Design seq_runner, sky130hd; sources not shown.
Figure 1. Met2 routing.
Scale: 6 px per um. Cells faint in the background.
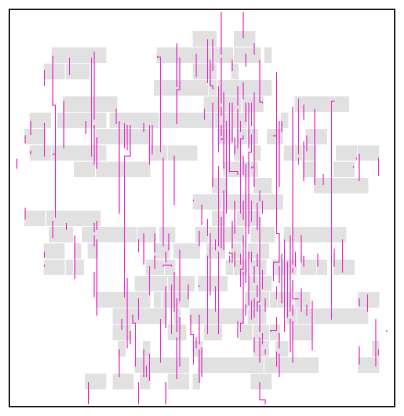
longest straight run: 36.4 um
main direction: vertical
number of vias after detailed routing: 937
GR Util met2: 20.83%
wirelength, routed: 2417 um

Figure 2. A small window of the routed layout.
Region (12, 13) to (52, 53) um. Cells in gray, sequential cells in the stronger gray; small squares are vias.
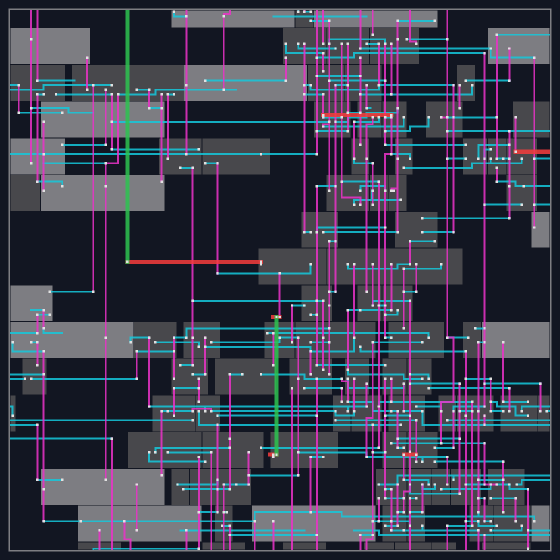
| layer | color |
|---|---|
| metal 3 | red |
| metal 4 | green |
| metal 1 | cyan |
| metal 2 | magenta |
sequential cells in the window: 10
cells with their middle in the window: 80
most frequent: dfrtp_1 (10), nor2_1 (6), o211ai_1 (6)

Figure 3. Wiring by layer.
Scale: 6 px per um. Two of the layers only.
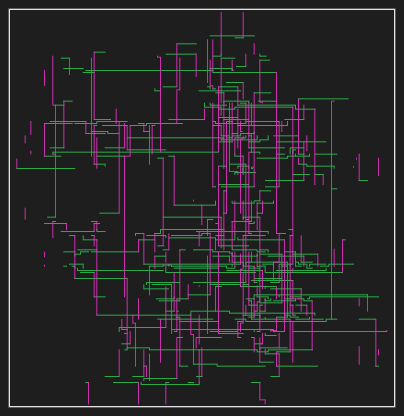
| layer | color | wire length |
|---|---|---|
| metal 1 | green | 1140 um |
| metal 2 | magenta | 1130 um |
routed length per instance: 13.06 um
gr usage total: 13.20%

Figure 4. Pin map.
Scale: 8 px per um. Pins as bars across the die edge, other pins in gray.
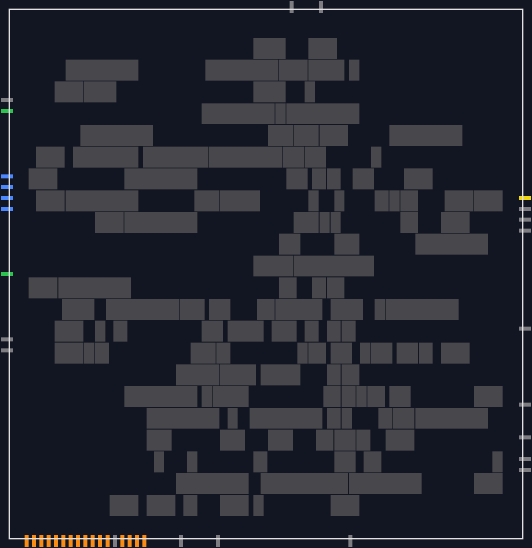
| port | color | pins | direction | edge |
|---|---|---|---|---|
| sync_sel | green | 2 | input | left |
| abort | yellow | 1 | input | right |
| ext_sync | blue | 4 | input | left |
| timeout | orange | 16 | input | bottom |
all pins by edge: 20 bottom, 9 right, 9 left, 2 top
height of the die: 66 um
width of the chip: 64 um
input/output buffers: 22

Figure 5. Placed standard cells.
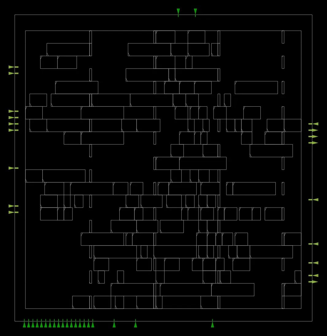
flop share of the area: 33.03%
final sequential cell count: 20

==> run summary <==
The run has ended; figures from its reports follow.

For this run, the top clock speed supported by timing is 390.2 MHz. The power report attributes to the combinational group a share of 25.4%. The power consumed by the clock network came out at 0.215 mW. The number of instances in the synthesized netlist came out at 114.

The post-synthesis average cell area is 10.34 sq um. The reported max-cap violation count is 0. The layer flagged by global routing as most heavily used is met2. The power attributed to combinational cells is 0.162 mW. TritonCTS built the clock tree.

The synthesis run identifies the leading combinational cell family as AND-OR/OR-AND gates. The cell sequence reported for the critical path is nor2_1 > and2_1 > clkdlybuf4s50_1. Across all setup checks in the final design, the least slack found is 1237 ps. 85 cells are multi-input combinational gates. The number of buffers other than clock buffers in the final layout came out at 22.

The flow ran to the end, and the final reports show no timing, DRC or antenna violations. The DRC violations left came out at 0. Per the post-route antenna check, the number of violating nets is 0.

The number of rows created at floorplan is 22. The inverter tally of the final layout excluding the clock network came out at 6. Per the cell usage report, the commonest logic cell in the layout is clkdlybuf4s50_1.

The area added between synthesis and finish came out at 28.56%. 0 antenna diodes ended up in the layout. The highest-delay cell along the critical path is clkdlybuf4s50_1.

The via count of the first global-routing pass is 935. According to the floorplan report, the total die area is 0.004224 sq mm. The worst hold margin came out at 513.2 ps. Summing the areas of all and, or, nand and nor instances in the mapped netlist gives 17.83% of the synthesized area.

Ranking logic cells in the layout by count gives the top entries clkdlybuf4s50_1 (22), dfrtp_1 (20), nand2_1 (9). The number of synthesized flops with an enable pin is 0. The total power of the final layout is 0.6376 mW. The pre-CTS worst setup slack is 1129 ps. At the floorplan stage, the core utilization is reported as 33.19%. For reference, the most critical setup path is categorized as register to primary output. The number of gates resized after CTS was 0. The most frequently used library cell after synthesis is dfrtp_1. From the final report, the count of setup violators was given as 0. Sequential cells account for 40.9% of the total power. The area taken by flip-flops and latches came out at 500.5 sq um. According to the report, the first pass of detailed routing completed in 4 iterations. The met3 routed wirelength came out at 115 um. The post-synthesis share of cell area spent on xor and xnor gates came out at 2.972%. The final weighted congestion of routability-driven global placement came out at 0.8140.

The number of design-rule violations left by the first detailed-router iteration came out at 47. The pin count of the biggest net entering global routing came out at 24. After layout the clock buffers and inverters come to 4.707% of cell area.
Power is estimated from default activity; no workload was simulated.
